**Run 1: M4 wires**

Drawn at 3 px/µm.
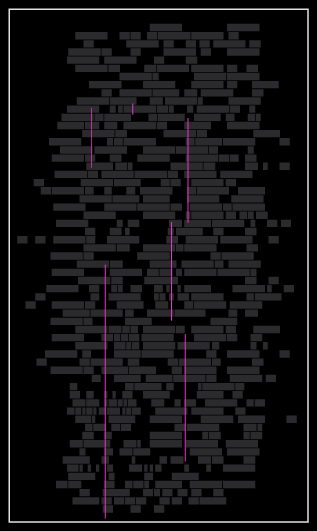
**Run 1: track usage over the die**

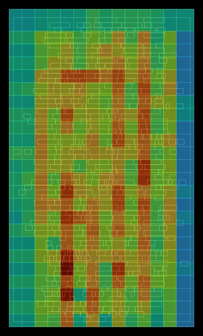
**Run 1: routed clock nets over the placement**

Drawn at 2 px/µm.
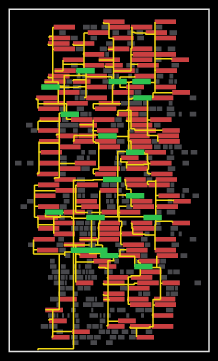
File: src/rtl/param_sync_fifo_if.sv
// Handshake and status bundle for param_sync_fifo.
// The master drives writes/reads; the slave (the FIFO) returns data and level/status flags.
interface param_sync_fifo_if #(
  parameter int DATA_WIDTH = 16,
  parameter int DEPTH      = 8
);
  localparam int CNT_W = $clog2(DEPTH + 1);

  logic [DATA_WIDTH-1:0] data_in;
  logic                  wr_en;
  logic                  rd_en;
  logic [DATA_WIDTH-1:0] data_out;
  logic                  full;
  logic                  empty;
  logic                  almostfull;
  logic                  almostempty;
  logic                  wr_ack;
  logic                  overflow;
  logic                  underflow;
  logic [CNT_W-1:0]      count;

  modport master (
    output data_in, wr_en, rd_en,
    input  data_out, full, empty, almostfull, almostempty,
    input  wr_ack, overflow, underflow, count
  );

  modport slave (
    input  data_in, wr_en, rd_en,
    output data_out, full, empty, almostfull, almostempty,
    output wr_ack, overflow, underflow, count
  );
endinterface

File: src/rtl/param_sync_fifo.sv
// Single-clock FIFO of arbitrary depth with level flags, per-request status and
// selectable registered-read or first-word-fall-through output.
module param_sync_fifo #(
  parameter int DATA_WIDTH = 16,
  parameter int DEPTH      = 8,
  parameter int AF_THRESH  = DEPTH - 1,
  parameter int AE_THRESH  = 1,
  parameter int FWFT       = 0
) (
  input logic              clk,
  input logic              rst,
  param_sync_fifo_if.slave bus
);

  localparam int PTR_W = (DEPTH > 1) ? $clog2(DEPTH) : 1;
  localparam int CNT_W = $clog2(DEPTH + 1);

  localparam logic [PTR_W-1:0] PTR_LAST = PTR_W'(DEPTH - 1);
  localparam logic [CNT_W-1:0] CNT_MAX  = CNT_W'(DEPTH);
  localparam logic [CNT_W-1:0] AF_LVL   = CNT_W'(AF_THRESH);
  localparam logic [CNT_W-1:0] AE_LVL   = CNT_W'(AE_THRESH);

  logic [DATA_WIDTH-1:0] mem_q [DEPTH];

  logic [PTR_W-1:0] wr_ptr_q, wr_ptr_d;
  logic [PTR_W-1:0] rd_ptr_q, rd_ptr_d;
  logic [CNT_W-1:0] count_q, count_d;
  logic             wr_ack_q, wr_ack_d;
  logic             overflow_q, overflow_d;
  logic             underflow_q, underflow_d;
  logic             wr_accept;
  logic             rd_accept;

  // A write into a full FIFO is still legal when a read frees the slot in the same cycle.
  always_comb begin
    rd_accept   = bus.rd_en && (count_q != '0);
    wr_accept   = bus.wr_en && ((count_q != CNT_MAX) || bus.rd_en);

    wr_ptr_d    = wr_ptr_q;
    rd_ptr_d    = rd_ptr_q;
    count_d     = count_q;
    wr_ack_d    = wr_accept;
    overflow_d  = bus.wr_en && !wr_accept;
    underflow_d = bus.rd_en && (count_q == '0);

    if (wr_accept) begin
      wr_ptr_d = (wr_ptr_q == PTR_LAST) ? '0 : wr_ptr_q + 1'b1;
    end
    if (rd_accept) begin
      rd_ptr_d = (rd_ptr_q == PTR_LAST) ? '0 : rd_ptr_q + 1'b1;
    end

    case ({wr_accept, rd_accept})
      2'b10:   count_d = count_q + 1'b1;
      2'b01:   count_d = count_q - 1'b1;
      default: count_d = count_q;
    endcase
  end

  always_ff @(posedge clk or posedge rst) begin
    if (rst) begin
      wr_ptr_q    <= '0;
      rd_ptr_q    <= '0;
      count_q     <= '0;
      wr_ack_q    <= 1'b0;
      overflow_q  <= 1'b0;
      underflow_q <= 1'b0;
    end else begin
      wr_ptr_q    <= wr_ptr_d;
      rd_ptr_q    <= rd_ptr_d;
      count_q     <= count_d;
      wr_ack_q    <= wr_ack_d;
      overflow_q  <= overflow_d;
      underflow_q <= underflow_d;
    end
  end

  // Storage is deliberately not reset; stale words are unreachable once the pointers clear.
  always_ff @(posedge clk) begin
    if (wr_accept && !rst) begin
      mem_q[wr_ptr_q] <= bus.data_in;
    end
  end

  generate
    if (FWFT != 0) begin : g_fwft
      assign bus.data_out = (count_q == '0) ? '0 : mem_q[rd_ptr_q];
    end else begin : g_registered
      logic [DATA_WIDTH-1:0] data_out_q;

      always_ff @(posedge clk or posedge rst) begin
        if (rst) begin
          data_out_q <= '0;
        end else if (rd_accept) begin
          data_out_q <= mem_q[rd_ptr_q];
        end
      end

      assign bus.data_out = data_out_q;
    end
  endgenerate

  assign bus.count       = count_q;
  assign bus.full        = (count_q == CNT_MAX);
  assign bus.empty       = (count_q == '0);
  assign bus.almostfull  = (count_q >= AF_LVL);
  assign bus.almostempty = (count_q <= AE_LVL);
  assign bus.wr_ack      = wr_ack_q;
  assign bus.overflow    = overflow_q;
  assign bus.underflow   = underflow_q;

endmodule
File: src/flat_wrapper.sv
// flat-port wrapper written by rule: the top's interface ports become plain ports
module param_sync_fifo_flat 
#(
  parameter int DATA_WIDTH = 16,
  parameter int DEPTH      = 8,
  parameter int AF_THRESH  = DEPTH - 1,
  parameter int AE_THRESH  = 1,
  parameter int FWFT       = 0
)
  (clk, rst, bus_data_in, bus_wr_en, bus_rd_en, bus_data_out, bus_full, bus_empty, bus_almostfull, bus_almostempty, bus_wr_ack, bus_overflow, bus_underflow, bus_count);
  param_sync_fifo_if #(.DATA_WIDTH(DATA_WIDTH), .DEPTH(DEPTH)) bus_i ();
  input logic clk;
  input logic rst;
  input wire logic [$bits(bus_i.data_in)-1:0] bus_data_in;
  input wire logic [$bits(bus_i.wr_en)-1:0] bus_wr_en;
  input wire logic [$bits(bus_i.rd_en)-1:0] bus_rd_en;
  output wire logic [$bits(bus_i.data_out)-1:0] bus_data_out;
  output wire logic [$bits(bus_i.full)-1:0] bus_full;
  output wire logic [$bits(bus_i.empty)-1:0] bus_empty;
  output wire logic [$bits(bus_i.almostfull)-1:0] bus_almostfull;
  output wire logic [$bits(bus_i.almostempty)-1:0] bus_almostempty;
  output wire logic [$bits(bus_i.wr_ack)-1:0] bus_wr_ack;
  output wire logic [$bits(bus_i.overflow)-1:0] bus_overflow;
  output wire logic [$bits(bus_i.underflow)-1:0] bus_underflow;
  output wire logic [$bits(bus_i.count)-1:0] bus_count;
  assign bus_i.data_in = bus_data_in;
  assign bus_i.wr_en = bus_wr_en;
  assign bus_i.rd_en = bus_rd_en;
  assign bus_data_out = bus_i.data_out;
  assign bus_full = bus_i.full;
  assign bus_empty = bus_i.empty;
  assign bus_almostfull = bus_i.almostfull;
  assign bus_almostempty = bus_i.almostempty;
  assign bus_wr_ack = bus_i.wr_ack;
  assign bus_overflow = bus_i.overflow;
  assign bus_underflow = bus_i.underflow;
  assign bus_count = bus_i.count;
  param_sync_fifo #(.DATA_WIDTH(DATA_WIDTH), .DEPTH(DEPTH), .AF_THRESH(AF_THRESH), .AE_THRESH(AE_THRESH), .FWFT(FWFT)) u_core (.clk(clk), .rst(rst), .bus(bus_i));
endmodule
File: config.mk
export PLATFORM = sky130hd
export DESIGN_NAME = param_sync_fifo_flat
export DESIGN_NICKNAME = d
export VERILOG_FILES = /design/src/rtl/param_sync_fifo_if.sv /design/src/rtl/param_sync_fifo.sv /design/src/flat_wrapper.sv
export SDC_FILE = /design/constraint.sdc
export NUM_CORES = 1
export LEC_CHECK = 0
export CAP_MARGIN = 20
export CORE_ASPECT_RATIO = 1.75
export CORE_MARGIN = 2
export CORE_UTILIZATION = 40
export DETAILED_ROUTE_END_ITERATION = 7
export HOLD_SLACK_MARGIN = 0.03
export PLACE_DENSITY = 0.62
export SKIP_LAST_GASP = 1
export SLEW_MARGIN = 20
export SYNTH_ARGS = -nofsm -noshare
export SYNTH_HDL_FRONTEND = slang
export SYNTH_SLANG_ARGS = --single-unit
File: constraint.sdc
create_clock -name clk -period 5 [get_ports clk]
set_clock_uncertainty 0.1 [all_clocks]
set_input_delay 1.25 -clock clk [delete_from_list [all_inputs] [get_ports clk]]
set_output_delay 1.25 -clock clk [all_outputs]
set_load 0.01 [all_outputs]
==> notes.md, run 1 <==
run results: Seq. pwr 1.83 mW, Seq share, synth 72.2%, chip area line of the yosys report 6330 µm², hold depth 2, Synth Area in XOR/XNOR 0.553%, Max-cap violations 0, first-pass GRT wire length slightly above 20000 µm, Top Layout Cells 128 x edfxtp_1, 46 x clkdlybuf4s50_1, 33 x mux2i_1, Chip Width 99.1 µm, syn avg cell area around 17 µm², inverters 6, Yosys cell types 33, sw power approximately 1.3 mW, Comb power frac 28.6%, Final WS setup between 1.5 and 2 ns, post-CTS setup buffer count 0, drt initial violations between 150 and 200, die y size 170 µm, Int Pwr 3.01 mW, gpl congestion 0.709, main flop type edfxtp_1, Fmax 0.292 GHz, RR Endpoint u_core.bus.count[3], clock buffers 19, GRT busiest layer met2, Pwr top registers, cts hold-fix bufs 0, Final min period 3.43 ns, drt first pass iters 4, AO/OA Area Share between 8 and 9%, area of the mapped netlist 6330 µm², chip footprint 16900 µm², met3 Use GR 3.41%, part of the power in registers 42.0%, Top-area cell share ~60%, met2 routed WL between 7000 and 8000 µm, cts bufs inserted 17, design area around 7600 µm², status completed, simple share 3.24%, Setup Viol. Count Final 0, Flops 157, Tot Pwr 4.35 mW, fin cells about 630, Final #Nets approximately 460, DRC Markers 0, htree depth 4, VDD IR max 0.000246 V, number of global-route vias before repair roughly 3700, Gate Count Post-Synth 368, tool warnings 28, Final Max Slew Viols 0, most frequent logic cell in the layout edfxtp_1, comb pwr 1.24 mW, Stages on worst setup path 7, Synth warnings 0, Filler cells 1297, CP required between 5 and 6 ns, Largest register FFs 128, placed cells 594, post-synth top area cell edfxtp_1, CTS tree done, cts repair resizes 0, Flops after synth approximately 160, Synth logic family multiplexers, number of cells in Yosys stat 368, sequential cell area share about three fifths, clk tree area frac under 10%, pwr/cell area 568 nW/µm², RSZ-0062 raised after global routing false, top cell category registers, delay-heaviest family, CP simple AND/OR/NAND/NOR gates, post-DR vias/cell between 5 and 6, post-DP HPWL 8010 µm, met3 WL 430 µm, share of layout cells above drive strength 1 between 20% and 30%, logic share of the area 21.6%, cycle use final 68.5%, critical path arrival around 3.7 ns, Core ar. 15500 µm², kind of critical path in -> reg, # diodes 0, slew margin rel. between 30% and 40%, Starting Density 40.9%, Clock Path Buffers 2, I/O pins around 47, top routing layer in use met4, crit-path max cell delay 0.47 ns, post-route ant nets 0, Mux area share a little under an eighth, Setup crit start kind input pin, comb. cell area 1660 µm², Place WS 1.17 ns, RR Startpoint u_core.bus.count[0], Rows 60, Root Buffer clkbuf_16, Worst Reg2Reg Path Length in Cells 11, Data buffer area share approximately 7.4%, met1 wire length 5010 µm, largest cells by area after synthesis edfxtp_1 61%, dfrtp_1 11%, mux2i_1 5.2%, most flop-heavy register u_core.mem_q, clock-pin slew on the worst setup and hold paths 0.06 ns, Adder Area Share 1.58%, MI comb cells between 150 and 200, largest net degree at the start of global routing 45, Syn Nets ~400, Fin. Hold Viols 0, worst slew pin tran 0.952 ns, WHS 0.428 ns, critical path capture point u_core.bus.count[3], Crit. Startpoint bus_rd_en, sw frac 30.8%, Leak 2.72 nW, most numerous cell in the Yosys netlist edfxtp_1, Post-synth EDFFs 128, worst hold path type reg -> reg, Hold Path End u_core.bus.data_out[9], FF-to-FF setup slack slightly above 2 ns, Synth top cells by count 128 x edfxtp_1, 33 x mux2i_1, 29 x dfrtp_1, 29 x mux2_2, 19 x o21ai_0, Buf+Inv Stages, Crit Path 1, clock sinks 157, Hold Path Origin u_core.bus.data_out[9], slowest CP cell clkdlybuf4s50_1, DP Area slightly above 7000 µm², Worst Setup End Kind flop, CP Max Fanout 9, port bufs 46, Non-clk bufs around 60, tap cells 186, Storage cell area 4570 µm², synth-to-layout area growth 20.8%, final setup TNS 0 ns, cells along the critical path clkdlybuf4s50_1 > nor4bb_2 > nand2b_1 > ha_1 > or4b_1 > a21oi_1 > xor2_1, gr ovfl total 0, Async SR Flop Fraction 18.5%
Back to the opening pictures, 'M4 wires':
nets with wire on the layer: 4
main direction: vertical
longest straight run: 84.3 µm
share of all routed wire: 1.6%
via count: 3433
final WL: 13400 µm

Back to the opening pictures, 'track usage over the die':
wire length per cell: 21.3 µm
Overall Global Routing Usage: 16.5%
GRT met2 Usage: 31.0%
fin util: 49.5%
met1 track demand over resource: 18.4%

Back to the opening pictures, 'routed clock nets over the placement':
[clock drivers] green | count: 17
[clock wires] yellow | length: 1640 µm
[flip-flops] red | count: 157
routed clock nets: 18
Clock net power: 1.28 mW
Clk pwr share: 29.4%
Clock Latency Late Sink: 0.41 ns

**Run 1: close-up of the layout**

Region (64, 33) to (84, 53) µm. Cells in grey, sequential cells in the stronger grey; small squares are vias.
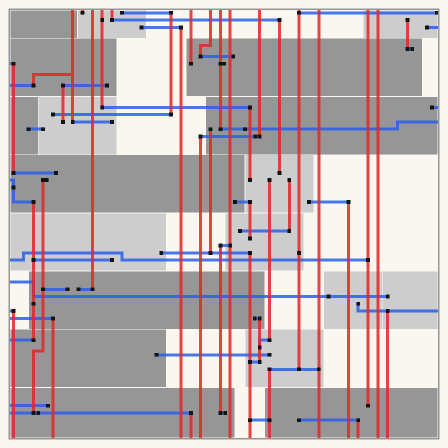

==> run 2: changes to the inputs <==
- PLACE_DENSITY: 0.62 -> 0.64
- clock period: 5 -> 2.9 ns (I/O delays scaled with it)
**Run 2: close-up of the layout**

Region (64, 33) to (84, 53) µm. Cells in grey, sequential cells in the stronger grey; small squares are vias.
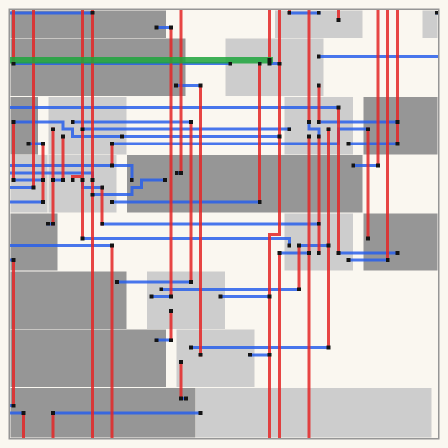
[metal 1] blue
[metal 2] red
[metal 3] green
most frequent: edfxtp_1 (4), mux2i_1 (3), a22o_1 (3)
cells with their middle in the window: 12
sequential cells in the window: 4
netlist names of flops here include: u_core.mem_q (4)

**Run 2: routed metal, one colour a layer**

Drawn at 3 px/µm.
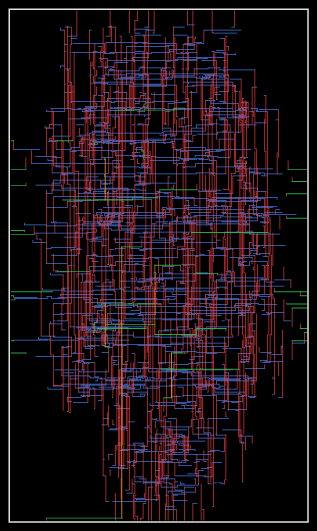
[metal 3] green | wire length: 380 µm
[metal 4] orange | wire length: 156 µm
[metal 2] red | wire length: 7530 µm
[metal 1] blue | wire length: 5340 µm

==> notes.md, run 2 <==
run results: status completed (unchanged), port bufs 46 (unchanged), Crit. Startpoint u_core.bus.count[1] (was bus_rd_en), largest net degree at the start of global routing 30 (was 45), I/O pins 47 (unchanged), number of cells in Yosys stat 368 (unchanged), DRC Markers 0 (unchanged), Clock Latency Late Sink 0.42 ns (was 0.41 ns), worst hold path type reg -> reg (unchanged), fin util 50.7% (was 49.5%), synth-to-layout area growth 23.9% (was 20.8%), share of layout cells above drive strength 1 24.1% (was 21.8%), chip footprint 16900 µm² (unchanged), post-synth top area cell edfxtp_1 (unchanged), WHS 0.415 ns (was 0.428 ns), Non-clk bufs 72 (was 60), kind of critical path reg -> out (was in -> reg), inverters 6 (unchanged), Setup crit start kind flop (was input pin), Root Buffer clkbuf_16 (unchanged), Fin. Hold Viols 0 (unchanged), cts repair resizes 3 (was 0), Storage cell area 4570 µm² (about the same), first-pass GRT wire length 20100 µm (was 20500 µm), syn avg cell area 17.2 µm² (unchanged), drt initial violations 131 (was 160), logic share of the area 21.2% (was 21.6%), via count 3516 (was 3433), comb. cell area 1660 µm² (about the same), Clock net power 2.23 mW (was 1.28 mW), Largest register FFs 128 (unchanged), FF-to-FF setup slack 0.51 ns (was 2.03 ns), Leak 2.81 nW (was 2.72 nW), Seq. pwr 3.07 mW (was 1.83 mW), Final WS setup 0.165 ns (was 1.57 ns), worst slew pin tran 0.873 ns (was 0.952 ns), most numerous cell in the Yosys netlist edfxtp_1 (unchanged), final setup TNS 0 ns (unchanged), sequential cell area share 58.3% (was 59.8%), Final min period ~2.7 ns, critical path arrival 1.91 ns (was 3.66 ns), MI comb cells 185 (unchanged), Yosys cell types 33 (unchanged), critical path capture point bus_almostempty (was u_core.bus.count[3]), largest cells by area after synthesis edfxtp_1 61%, dfrtp_1 11%, mux2i_1 5.2% (unchanged), placed cells 606 (was 594), CP Max Fanout 6 (was 9), RR Endpoint u_core.bus.count[3] (unchanged), Synth top cells by count 128 x edfxtp_1, 33 x mux2i_1, 29 x dfrtp_1, 29 x mux2_2, 19 x o21ai_0 (unchanged), AO/OA Area Share 8.34% (unchanged), GRT busiest layer met2 (unchanged), Chip Width 99.1 µm (unchanged), most frequent logic cell in the layout edfxtp_1 (unchanged), clock sinks 157 (unchanged), Starting Density 40.9% (unchanged), part of the power in registers 40.2% (was 42.0%), simple share 3.24% (unchanged), Rows 60 (unchanged), sw frac 31.0% (was 30.8%), die y size 170 µm (unchanged), final WL 13400 µm (about the same), htree depth 4 (unchanged), # diodes 0 (unchanged), Flops after synth 157 (unchanged), Synth warnings 0 (unchanged), tap cells 186 (unchanged), pwr/cell area 974 nW/µm² (was 568 nW/µm²), VDD IR max 0.000474 V (was 0.000246 V), Fmax 0.366 GHz, Gate Count Post-Synth 368 (unchanged), Tot Pwr 7.64 mW (was 4.35 mW), wire length per cell 21.0 µm (was 21.3 µm), cts hold-fix bufs 0 (unchanged), gpl congestion 0.712 (was 0.709), Max-cap violations 0 (unchanged), met1 wire length 5340 µm (was 5010 µm), slew margin rel. 41.8% (was 36.5%), cts bufs inserted 17 (unchanged), Pwr top registers (unchanged), Async SR Flop Fraction 18.5% (unchanged), Overall Global Routing Usage 16.3% (was 16.5%), Worst Setup End Kind primary output (was flop), Flops 157 (unchanged), met1 track demand over resource 18.4% (about the same), delay-heaviest family, CP buffers and inverters (was simple AND/OR/NAND/NOR gates), chip area line of the yosys report 6330 µm² (unchanged), clock-pin slew on the worst setup and hold paths 0.06 ns (about the same), clk tree area frac 7.66% (was 7.84%), Synth logic family multiplexers (unchanged), clock buffers 17 (was 19), hold depth 2 (unchanged), Hold Path End u_core.bus.data_out[9] (unchanged), crit-path max cell delay 0.56 ns (was 0.47 ns), Setup Viol. Count Final 0 (unchanged), Post-synth EDFFs 128 (unchanged), Core ar. 15500 µm² (unchanged), gr ovfl total 0 (unchanged), most flop-heavy register u_core.mem_q (unchanged), cells along the critical path inv_1 > ha_2 > nor2_1 > nor3_1 > clkdlybuf4s50_1 (was clkdlybuf4s50_1 > nor4bb_2 > nand2b_1 > ha_1 > or4b_1 > a21oi_1 > xor2_1), CTS tree done (unchanged), main flop type edfxtp_1 (unchanged), Int Pwr 5.27 mW (was 3.01 mW), slowest CP cell clkdlybuf4s50_1 (unchanged), Top-area cell share 60.7% (unchanged), Clock Path Buffers 2 (unchanged), cycle use final 94.3%, Data buffer area share 9.62% (was 7.39%), Top Layout Cells 128 x edfxtp_1, 45 x clkdlybuf4s50_1, 33 x mux2i_1 (was 128 x edfxtp_1, 46 x clkdlybuf4s50_1, 33 x mux2i_1), Hold Path Origin u_core.bus.data_out[9] (unchanged), RSZ-0062 raised after global routing false (unchanged), number of global-route vias before repair 3610 (was 3669), top cell category registers (unchanged), CP required 2.08 ns (was 5.24 ns)
==> run 3: changes to the inputs <==
- CAP_MARGIN: 20 -> default
**Run 3: routed clock nets over the placement**

Drawn at 2 px/µm.
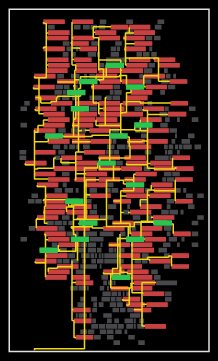
[clock wires] yellow | length: 1740 µm
[clock drivers] green | count: 17
[flip-flops] red | count: 157
routed clock nets: 18

**Run 3: where the registers sit**

Drawn at 4 px/µm. Other sequential cells in the stronger grey, the rest of the logic in the fainter grey.
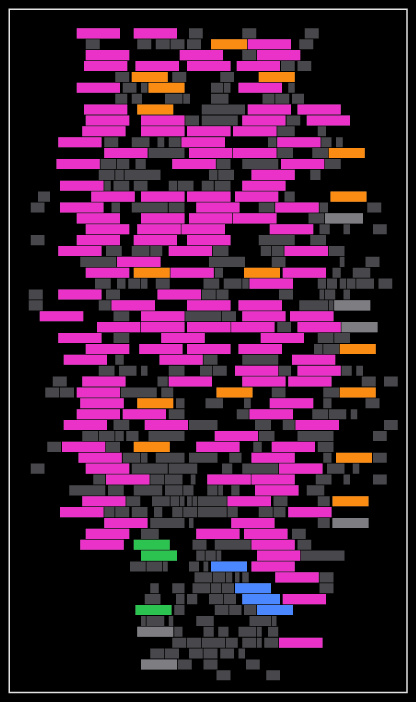
[u_core.wr_ptr_q] green | placed flops: 3
[u_core.bus.data_out] orange | placed flops: 16
[u_core.mem_q] magenta | placed flops: 128
[u_core.bus.count] blue | placed flops: 4
Storage cell area: 4570 µm²
Seq. pwr: 3.07 mW
sequential cell area share: 58.3%
fin util: 50.7%

==> notes.md, run 3 <==
run results: Crit. Startpoint u_core.bus.count[1] (unchanged), Synth warnings 0 (unchanged), sw power 2.37 mW (unchanged), Fmax 0.366 GHz (unchanged), Leak 2.81 nW (unchanged), slew margin rel. 41.8% (unchanged), top cell category registers (unchanged), Root Buffer clkbuf_16 (unchanged), main flop type edfxtp_1 (unchanged), clk tree area frac 7.66% (unchanged), Rows 60 (unchanged), Top Layout Cells 128 x edfxtp_1, 45 x clkdlybuf4s50_1, 33 x mux2i_1 (unchanged), cts bufs inserted 17 (unchanged), FF-to-FF setup slack 0.51 ns (about the same), Final WS setup 0.165 ns (unchanged), Syn Nets 396 (unchanged), Adder Area Share 1.58% (unchanged), post-route ant nets 0 (unchanged), fin cells 638 (unchanged), GRT busiest layer met2 (unchanged), GRT met2 Usage 30.0% (unchanged), Filler cells 1263 (unchanged), via count 3516 (unchanged), met1 wire length 5340 µm (unchanged), crit-path max cell delay 0.56 ns (about the same), number of cells in Yosys stat 368 (unchanged), post-DR vias/cell 5.51 (unchanged), met1 track demand over resource 18.4% (unchanged), area of the mapped netlist 6330 µm² (unchanged), most frequent logic cell in the layout edfxtp_1 (unchanged), comb pwr 2.34 mW (about the same), die y size 170 µm (unchanged), kind of critical path reg -> out (unchanged), Worst Reg2Reg Path Length in Cells 8 (unchanged), design area 7840 µm² (unchanged), placed cells 606 (unchanged), Hold Path Origin u_core.bus.data_out[9] (unchanged), most numerous cell in the Yosys netlist edfxtp_1 (unchanged), final WL 13400 µm (unchanged), met2 routed WL 7530 µm (unchanged), clock sinks 157 (unchanged), status completed (unchanged), post-synth top area cell edfxtp_1 (unchanged), Final min period 2.73 ns (unchanged), Int Pwr 5.27 mW (unchanged), Largest register FFs 128 (unchanged), comb. cell area 1660 µm² (unchanged), top routing layer in use met4 (unchanged), cycle use final 94.3% (unchanged), Setup crit start kind flop (unchanged), I/O pins 47 (unchanged), Synth Area in XOR/XNOR 0.553% (unchanged), Clock net power 2.23 mW (about the same), Clock Latency Late Sink 0.42 ns (about the same), clock buffers 17 (unchanged), Non-clk bufs 72 (unchanged), Post-synth EDFFs 128 (unchanged), worst hold path type reg -> reg (unchanged), largest cells by area after synthesis edfxtp_1 61%, dfrtp_1 11%, mux2i_1 5.2% (unchanged), Tot Pwr 7.64 mW (unchanged), most flop-heavy register u_core.mem_q (unchanged), RR Endpoint u_core.bus.count[3] (unchanged), chip area line of the yosys report 6330 µm² (unchanged), delay-heaviest family, CP buffers and inverters (unchanged), chip footprint 16900 µm² (unchanged), Setup Viol. Count Final 0 (unchanged), Data buffer area share 9.62% (unchanged), Mux area share 11.8% (unchanged), Async SR Flop Fraction 18.5% (unchanged), DRC Markers 0 (unchanged), Flops 157 (unchanged), VDD IR max 0.000474 V (unchanged), Starting Density 40.9% (unchanged), inverters 6 (unchanged), post-DP HPWL 8130 µm (unchanged), gr ovfl total 0 (unchanged), sw frac 31.0% (unchanged), Buf+Inv Stages, Crit Path 2 (unchanged), cells along the critical path inv_1 > ha_2 > nor2_1 > nor3_1 > clkdlybuf4s50_1 (unchanged), Hold Path End u_core.bus.data_out[9] (unchanged), Core ar. 15500 µm² (unchanged), Clock Path Buffers 2 (unchanged), CP Max Fanout 6 (unchanged), critical path capture point bus_almostempty (unchanged), met3 WL 379 µm (unchanged), Pwr top registers (unchanged), DP Area 7240 µm² (unchanged), worst slew pin tran 0.873 ns (unchanged), Overall Global Routing Usage 16.3% (unchanged)
No activity file was given, so power comes from the tool's default toggle rates.
